**src/rtl/yasac_arbiter.sv**
```systemverilog
// Two-requester round-robin front end for the YASAC processor: grants a job,
// sequences start/run handshakes, times out a hung processor and recovers it.
module yasac_arbiter #(
  parameter int TIMEOUT = 1000
) (
  input  logic       clk,
  input  logic       reset,
  input  logic       req_a,
  input  logic [7:0] din_a,
  input  logic       req_b,
  input  logic [7:0] din_b,
  output logic       done_a,
  output logic       done_b,
  output logic [7:0] dout,
  output logic       err,
  output logic       busy,
  output logic       cpu_start,
  output logic       cpu_reset,
  output logic [7:0] cpu_data_in,
  input  logic       cpu_ready,
  input  logic [7:0] cpu_data_out
);

  localparam int CW = (TIMEOUT < 1) ? 1 : $clog2(TIMEOUT + 1);
  localparam logic [CW-1:0] C_TMO = CW'(TIMEOUT);

  typedef enum logic [2:0] {
    IDLE,
    START,
    WAIT_LOW,
    RUN,
    DONE,
    RECOVER
  } state_t;

  state_t        r_state;
  state_t        w_next;
  logic          r_owner_b;
  logic          r_prio_b;
  logic          r_err_flag;
  logic          r_rst_hold;
  logic [CW-1:0] r_cnt;
  logic [7:0]    r_dout;
  logic [7:0]    r_data_in;

  logic          w_grant;
  logic          w_grant_b;
  logic          w_timeout;

  // With both requests up, B wins only when A was the last one served.
  always_comb begin
    w_grant   = cpu_ready & (req_a | req_b);
    w_grant_b = req_b & (~req_a | r_prio_b);
    w_timeout = ((r_state == WAIT_LOW) || (r_state == RUN)) && (r_cnt == C_TMO);
  end

  always_comb begin
    w_next = r_state;
    case (r_state)
      IDLE:     if (w_grant) w_next = START;
      START:    w_next = WAIT_LOW;
      WAIT_LOW: begin
        if (w_timeout)      w_next = DONE;
        else if (!cpu_ready) w_next = RUN;
      end
      RUN: begin
        if (w_timeout || cpu_ready) w_next = DONE;
      end
      DONE:     w_next = r_err_flag ? RECOVER : IDLE;
      RECOVER:  if (cpu_ready) w_next = IDLE;
      default:  w_next = IDLE;
    endcase
  end

  always_ff @(posedge clk) begin
    if (!reset) begin
      r_state    <= IDLE;
      r_owner_b  <= 1'b0;
      r_prio_b   <= 1'b0;
      r_err_flag <= 1'b0;
      r_rst_hold <= 1'b1;
      r_cnt      <= '0;
      r_dout     <= 8'h00;
      r_data_in  <= 8'h00;
    end else begin
      r_rst_hold <= 1'b0;
      r_state    <= w_next;
      case (r_state)
        IDLE: begin
          if (w_grant) begin
            r_owner_b  <= w_grant_b;
            r_data_in  <= w_grant_b ? din_b : din_a;
            r_err_flag <= 1'b0;
          end
        end
        START: r_cnt <= '0;
        WAIT_LOW, RUN: begin
          // Saturate so a long job can never wrap back under the limit.
          if (r_cnt != C_TMO) r_cnt <= r_cnt + CW'(1);
          if (w_timeout) r_err_flag <= 1'b1;
          else if ((r_state == RUN) && cpu_ready) r_dout <= cpu_data_out;
        end
        DONE: r_prio_b <= ~r_owner_b;
        default: ;
      endcase
    end
  end

  always_comb begin
    busy        = (r_state != IDLE);
    cpu_start   = (r_state == START);
    done_a      = (r_state == DONE) & ~r_owner_b;
    done_b      = (r_state == DONE) & r_owner_b;
    err         = (r_state == DONE) & r_err_flag;
    cpu_reset   = r_rst_hold | w_timeout;
    dout        = r_dout;
    cpu_data_in = r_data_in;
  end

endmodule

```
**config.mk**
```make
export PLATFORM = sky130hd
export DESIGN_NAME = yasac_arbiter
export DESIGN_NICKNAME = d
export VERILOG_FILES = /design/src/rtl/yasac_arbiter.sv
export SDC_FILE = /design/constraint.sdc
export NUM_CORES = 1
export LEC_CHECK = 0
export ABC_AREA = 1
export CAP_MARGIN = 20
export CORE_UTILIZATION = 41
export CTS_CLUSTER_SIZE = 40
export DETAILED_ROUTE_END_ITERATION = 8
export GPL_TIMING_DRIVEN = 0
export HOLD_SLACK_MARGIN = 0.05
export MAX_ROUTING_LAYER = met4
export PLACE_DENSITY = 0.71
export RECOVER_POWER = 25
export SLEW_MARGIN = 20
export SYNTH_ARGS = -nofsm -noshare
export SYNTH_HDL_FRONTEND = slang
export SYNTH_SLANG_ARGS = --single-unit
```
**constraint.sdc**
```tcl
create_clock -name clk -period 2.2 [get_ports clk]
set_input_delay 0.44 -clock clk [delete_from_list [all_inputs] [get_ports clk]]
set_output_delay 0.44 -clock clk [all_outputs]
set_load 0.1 [all_outputs]
```
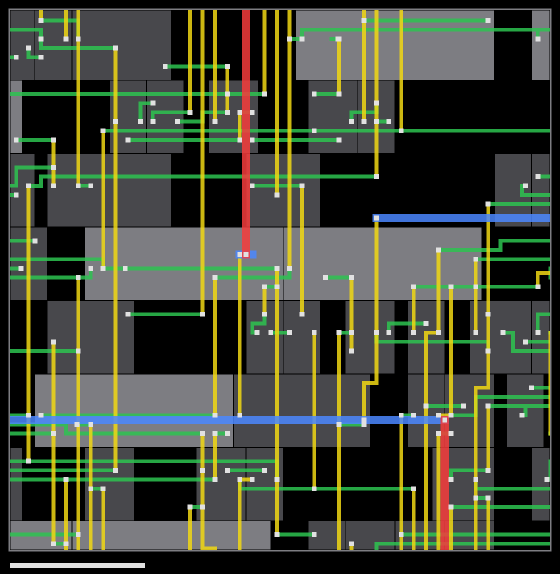
Run 1: zoomed window
The bar under the picture is 5 um long. Window x 23 to 43, y 37 to 57 um. Cells in grey, sequential cells in the stronger grey; small squares are vias.
red -> M4
yellow -> M2
blue -> M3
green -> M1
sequential cells in the window = 4
most frequent = nand2_1 (6), dfxtp_1 (4)
cells with their middle in the window = 31

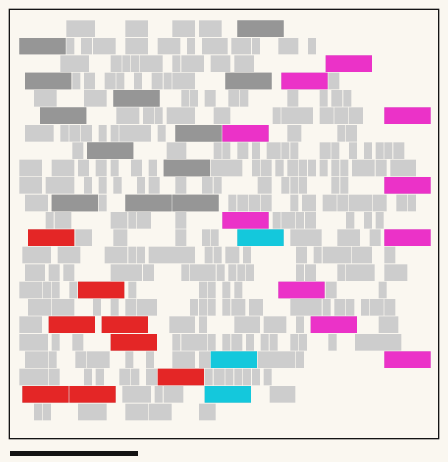
Run 1: sequential cells coloured by netlist name
The bar under the picture is 20 um long. Other sequential cells in the stronger grey, the rest of the logic in the fainter grey.
magenta -> `r_cnt`  # placed flops 10
cyan -> `r_state`  # placed flops 3
red -> `dout`  # placed flops 8, where south-west
not coloured = 12

==> summary.txt, run 1 <==
Notes on the physical design

The die width is 66.8 um. TritonCTS built the clock tree. The synthesis area per yosys is 1720 um2. Per the final report, the share of cell area in clock cells is 3.64%. The timing report gives the biggest stage delay along the critical path as 0.58 ns.

The end point of the critical path is busy. The sequential cells in the finished layout cover a total of 661 um2. The signal on the critical path passes through nor2_2, inv_2, nor2_4, inv_2, clkdlybuf4s15_2. In this run, post-CTS repair resized a total of 34 instances. Entering global routing, the biggest net connects 11 pins. The setup slack of the most critical reg-to-reg path is 0.42 ns. The class of the tightest hold or removal check is reg -> reg. The number of setup buffers added after CTS is 0. The internal power of the cells is 1.39 mW. In the per-layer breakdown of the detailed-route log, met1 shows 1920 um. The first-pass GRT wire length is 6730 um. The most numerous cell type found on the critical path is sky130_fd_sc_hd__inv_2. The synthesized netlist devotes 1.45% of its cell area to adder and majority cells.

The floorplan step records an initial core utilization of 42.8%. After floorplanning, the core was sized to cover 4030 um2. In the final design database the tool counted 333 nets.

The clock arrives with 0.00580 ns of skew. Among cell families on the critical path, the largest total delay comes from buffers and inverters. For this block, the via count after detailed routing is 1684. The worst-case hold path end point is cpu_data_in[3]$_SDFFE_PN0P_.

The worst-path cell with the longest stage delay is sky130_fd_sc_hd__clkdlybuf4s15_2. The data required time at the worst endpoint is 1.76 ns. The layout has 7 clock buffers. After routing, the total negative slack on setup checks comes to 0 ns. The transition time of the tightest slew-check pin is 0.974 ns.

The post-synth design cell area is 1720 um2. In the layout the commonest cells are 47 x sky130_fd_sc_hd__nand2_1, 40 x sky130_fd_sc_hd__nor2_1, 33 x sky130_fd_sc_hd__dfxtp_1. Setup repair after global routing left no endpoint under its margin. In the post-synthesis netlist, the biggest area contributors are sky130_fd_sc_hd__dfxtp_1 38%, sky130_fd_sc_hd__nand2_1 9.8%, sky130_fd_sc_hd__nor2_1 9.1%. Power attributed to combinational cells is 1.62 mW. The highest metal layer with signal wires is met4. According to the floorplan report, the die height is 66.8 um.

The report puts the hold buffer count at CTS at 0. In this run, synthesis produced a sequential element count of 33. The cell-mix breakdown from Yosys lists the simple-gate area share as 36.0%. The yosys stat cell total is 245.

For reference, the most critical setup path is categorized as reg -> out. The critical path runs through a total of 5 cells. Derived from the worst setup path, the maximum achievable clock frequency is 479 MHz. The kind of launch point of the worst setup path is a flip-flop. The total I/O pin count is 51. For this block, the initial DRC count from the detailed router was 60.

The run finished with clean final reports. The flow reports that sequential cells draw 27.8% of the design power. The count of unresolved DRC violations after routing is 0. The number of sequential cells is 33. 173 cells are multi-input combinational gates.

The number of logic inverters in the finished layout is 35. Ranked by instance count, the synthesized netlist is headed by 45 x sky130_fd_sc_hd__nand2_1, 42 x sky130_fd_sc_hd__nor2_1, 33 x sky130_fd_sc_hd__dfxtp_1. The fraction of cell area in multi-input combinational cells is reported as 37.4%.

For the worst min-delay path, the startpoint reported by OpenROAD is cpu_data_in[3]$_SDFFE_PN0P_. In this run the VDD rail shows a maximum IR drop of 0.625 mV. The final wirelength is 4040 um. The per-cell via count in the routed design is 4.78.

The capturing element type of the critical path is a primary output. The critical path starts at r_state[1]$_SDFFE_PN0P_. The reported clock group power is 0.468 mW. Looking at the reg2reg group, the worst path ends at dout[0]$_SDFFE_PN0P_. In the final design, more cell area goes to combinational gates than to any other class.
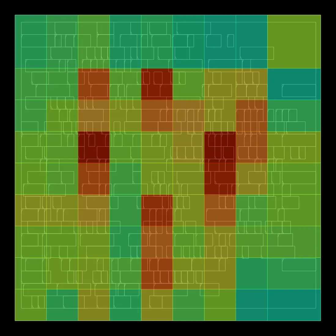
Run 1: track usage over the die
met3 routing resource usage after global routing: 4.97%
overall global routing resource usage: 20.4%
met1 capacity usage during global routing: 24.5%
routed length per placed instance: 11.5 um
most used routing layer: met2

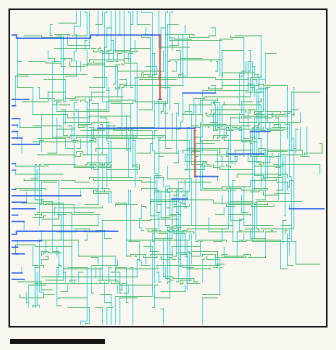
Run 1: routed metal, one colour a layer
The bar under the picture is 20 um long.
blue -> M3  # wire length 169 um
red -> M4  # wire length 23.8 um
cyan -> M2  # wire length 1930 um
green -> M1  # wire length 1920 um

==> inputs of run 2 (changes only) <==
Settings changed: HOLD_SLACK_MARGIN 0.05 to 0.06.
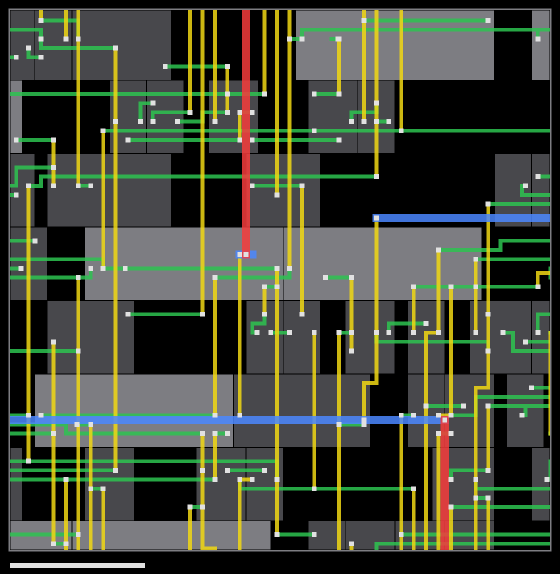
Run 2: zoomed window
The bar under the picture is 5 um long. Window x 23 to 43, y 37 to 57 um. Cells in grey, sequential cells in the stronger grey; small squares are vias.
yellow -> M2
red -> M4
blue -> M3
green -> M1
cells with their middle in the window = 31
most frequent = nand2_1 (6), dfxtp_1 (4)
sequential cells in the window = 4

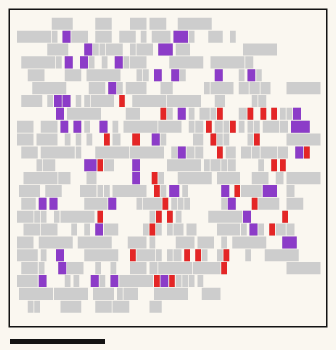
Run 2: gate families picked out
The bar under the picture is 20 um long.
red -> inv cells  # cells 35
purple -> aoi and oai cells  # cells 44, where all over the die
Non-Filler Instances: 352
share of cell area taken by multi-input logic gates: 37.4%
most frequent logic cell in the layout: sky130_fd_sc_hd__nand2_1

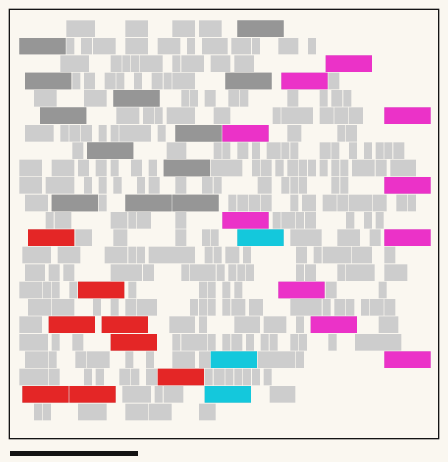
Run 2: sequential cells coloured by netlist name
The bar under the picture is 20 um long. Other sequential cells in the stronger grey, the rest of the logic in the fainter grey.
red -> `dout`  # placed flops 8, where south-west
cyan -> `r_state`  # placed flops 3
magenta -> `r_cnt`  # placed flops 10
not coloured = 12

==> summary.txt, run 2 <==
Notes on the physical design

The kind of launch point of the worst setup path is a flip-flop. The flow ran to the end, and the final reports show no timing, DRC or antenna violations. Global routing used 4.97% of the available met3 tracks. The transition time of the tightest slew-check pin is 0.974 ns.

The first-pass GRT wire length is 6730 um. The yosys stat cell total is 245. Per the detail_route log, the uppermost layer with routed signals is met4.

Entering global routing, the biggest net connects 11 pins. For the final database, setup skew stands at 0.00580 ns. Measured along the x axis, the die boundary spans 66.8 um. The final layout reports a setup TNS of 0 ns.

STA lists the startpoint of the worst hold path as cpu_data_in[3]$_SDFFE_PN0P_. The total I/O pin count is 51. The critical path startpoint is r_state[1]$_SDFFE_PN0P_.

The layout net count is 333. The script parses the final routing iteration and logs DRC violations as 0. The endpoint of the worst register-to-register path is dout[0]$_SDFFE_PN0P_. The area share of and/or/nand/nor cells after synthesis is 36.0%. For this run, the slowest stage of the critical path takes 0.58 ns. By count the netlist is led by 45 x sky130_fd_sc_hd__nand2_1, 42 x sky130_fd_sc_hd__nor2_1, 33 x sky130_fd_sc_hd__dfxtp_1. In the final layout, the clock buffer count is 7.

The timing-limited maximum frequency is 479 MHz. The worst-path cell with the longest stage delay is sky130_fd_sc_hd__clkdlybuf4s15_2. Per the GRT log, the top usage layer is met2. After detailed routing, the number of vias per cell comes to 4.78.

The global-route total usage across every layer is 20.4%. The synthesized flop and latch total is 33. Looking at the post-CTS report, the setup buffer insertion count equals 0. In the global route stage, met1 resource usage came out at 24.5%. The internal power of the cells is 1.39 mW. The layout overhead on the synthesized area is 37.6%. The combinational logic power is 1.62 mW. According to the cell report, the number of logic gates is 173. The critical path start-end classification is reg -> out.

The hold buffer count at cts is 0. The CTS tree is built. Per the cell usage report, the commonest logic cells after layout are 47 x sky130_fd_sc_hd__nand2_1, 40 x sky130_fd_sc_hd__nor2_1, 33 x sky130_fd_sc_hd__dfxtp_1. The via total after detailed routing is 1684.

The number of global-route vias before repair is 1563. The post-synth design cell area is 1720 um2. The cell repeated most along the worst path is sky130_fd_sc_hd__inv_2.

The y dimension of the die is 66.8 um. The cell sequence reported for the critical path is nor2_2, inv_2, nor2_4, inv_2, clkdlybuf4s15_2. The quantity of I/O buffers inserted on ports is 50. The core box area is 4030 um2. The arithmetic-cell share of the synthesized area counting full adders, half adders and majority gates is 1.45%. The STA report counts the stages on the worst setup path as 5. For hold timing, the worst endpoint is cpu_data_in[3]$_SDFFE_PN0P_. The worst setup path is captured at a primary output.

Setup repair after global routing left no endpoint under its margin. The timing report gives the worst reg2reg path a setup slack of 0.42 ns. The cell kind with the greatest summed area is combinational gates.

According to the timing report, the critical path is captured at busy.
Run 2, routed metal, one colour a layer:
The bar under the picture is 20 um long.
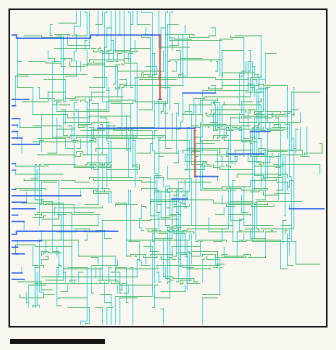

==> inputs of run 3 (changes only) <==
Settings changed: CORE_MARGIN from default to 2, CORE_UTILIZATION 41 to 50, PLACE_DENSITY 0.71 to 0.84.
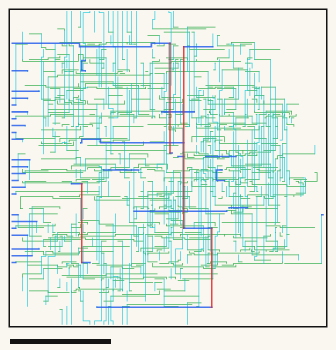
Run 3: routed metal, one colour a layer
The bar under the picture is 20 um long.
red -> M4  # wire length 89.1 um
blue -> M3  # wire length 197 um
cyan -> M2  # wire length 1940 um
green -> M1  # wire length 1900 um
overall global routing resource usage: 23.7%
total wire length after detailed routing: 4130 um
routed length per placed instance: 11.8 um

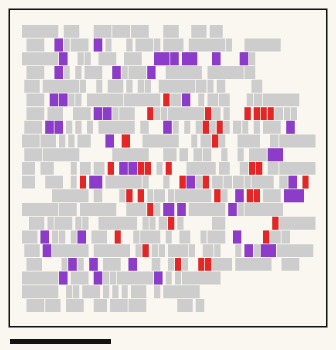
Run 3: gate families picked out
The bar under the picture is 20 um long.
purple -> aoi and oai cells  # cells 44, where all over the die
red -> inv cells  # cells 35

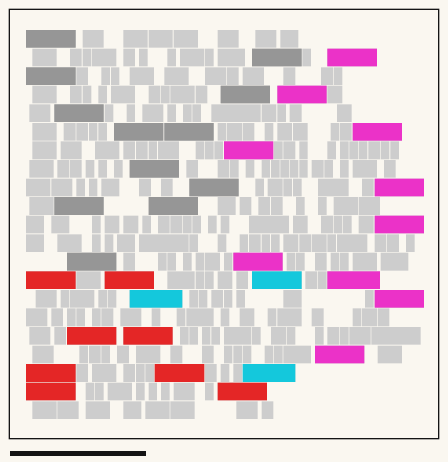
Run 3: sequential cells coloured by netlist name
The bar under the picture is 20 um long. Other sequential cells in the stronger grey, the rest of the logic in the fainter grey.
cyan -> `r_state`  # placed flops 3
magenta -> `r_cnt`  # placed flops 10
red -> `dout`  # placed flops 8
not coloured = 12

==> summary.txt, run 3 <==
Notes on the physical design

The worst-case hold path end point is cpu_data_in[3]$_SDFFE_PN0P_. The stage logs contain a warning count of 27. The hold buffer count at cts is 0.

The combinational logic power is 1.62 mW. The most frequently placed logic cell in the final layout is sky130_fd_sc_hd__nand2_1. The core box area is 3340 um2. The cell kind with the greatest summed area is combinational gates. The most critical setup path has its endpoint at cpu_reset. The H-tree was split into 2 levels. The DRC marker count from the first detailed-route iteration is 121. For reference, full adder, half adder and majority cells occupy 1.45% of the area reported after synthesis. The worst setup path is captured at a primary output. The peak-usage layer in the global routing report is met2. The source of the worst hold timing path is cpu_data_in[3]$_SDFFE_PN0P_. In this run the cell area of the synthesized design comes to 1720 um2. Ranked by instance count, the synthesized netlist is headed by 45 x sky130_fd_sc_hd__nand2_1, 42 x sky130_fd_sc_hd__nor2_1, 33 x sky130_fd_sc_hd__dfxtp_1. The tightest hold path in the finished design has a slack of 0.469 ns. The per-cell via count in the routed design is 4.97. The via total after detailed routing is 1735. Of the total power, registers draw 29.5%.

The largest net degree at the start of global routing is 11. The DRC violation total left in the routed layout is recorded as 0. For this run, the post-layout net count is 333. Traced cell by cell, the critical path runs through inv_1, ha_1, nand2_1, nor2_2, nand3_1, nand2_2, buf_12. The worst clock skew is 0.0105 ns. Across the whole layout, storage elements account for 664 um2.

On met3, the global router reports a usage of 6.13%. The critical path start-end classification is reg -> out. The number of global-route vias before repair is 1611. On the worst path, the slowest cell contributes a delay of 0.34 ns.

Ranking logic cells in the layout by count gives the top entries 44 x sky130_fd_sc_hd__nand2_1, 40 x sky130_fd_sc_hd__nor2_1, 30 x sky130_fd_sc_hd__dfxtp_1. The first global-routing pass estimated 7090 um of wire. The timing-limited maximum frequency is 492 MHz. In this run the tool buffered the top-level ports with 50 buffer cells. The y dimension of the die is 62.7 um. OpenSTA lists the critical path startpoint as r_cnt[1]$_SDFFE_PN0P_.

Global routing used 27.5% of the available met1 tracks. The design has 33 sequential cells. The worst setup path is launched from a flip-flop. The final-layout clock-cell area share is 2.11%. The flow ran to the end, and the final reports show no timing, DRC or antenna violations. The count of multi-input gates is 173.

The detailed-route wire length on metal 1 is 1900 um. Yosys attributes the largest share of cell area to sky130_fd_sc_hd__dfxtp_1 38%, sky130_fd_sc_hd__nand2_1 9.8%, sky130_fd_sc_hd__nor2_1 9.1%. The count of antenna diodes in the layout is 0. Clock network power for this build is 0.338 mW. The worst-path cell with the longest stage delay is sky130_fd_sc_hd__dfxtp_1. Cell internal power was estimated by the tool at 1.26 mW. Post-CTS repair ended up resizing 46 cells. Per the synthesis report, the simple-gate share of the synthesized area is 36.0%. The class of the tightest hold or removal check is reg -> reg. The maximum vdd drop is 0.710 mV. The synthesized netlist has a Yosys-reported chip area of 1720 um2.

The kind of cell with the highest combined delay along the critical path is simple AND/OR/NAND/NOR gates. The endpoint of the worst register-to-register path is cpu_data_in[6]$_SDFFE_PN0P_. After routing, the total negative slack on setup checks comes to 0 ns.

The core utilization before placement is 51.7%. Counting the inverters off the clock network in the layout gives 35. TritonCTS built the clock tree.
No activity file was given, so power comes from the tool's default toggle rates.
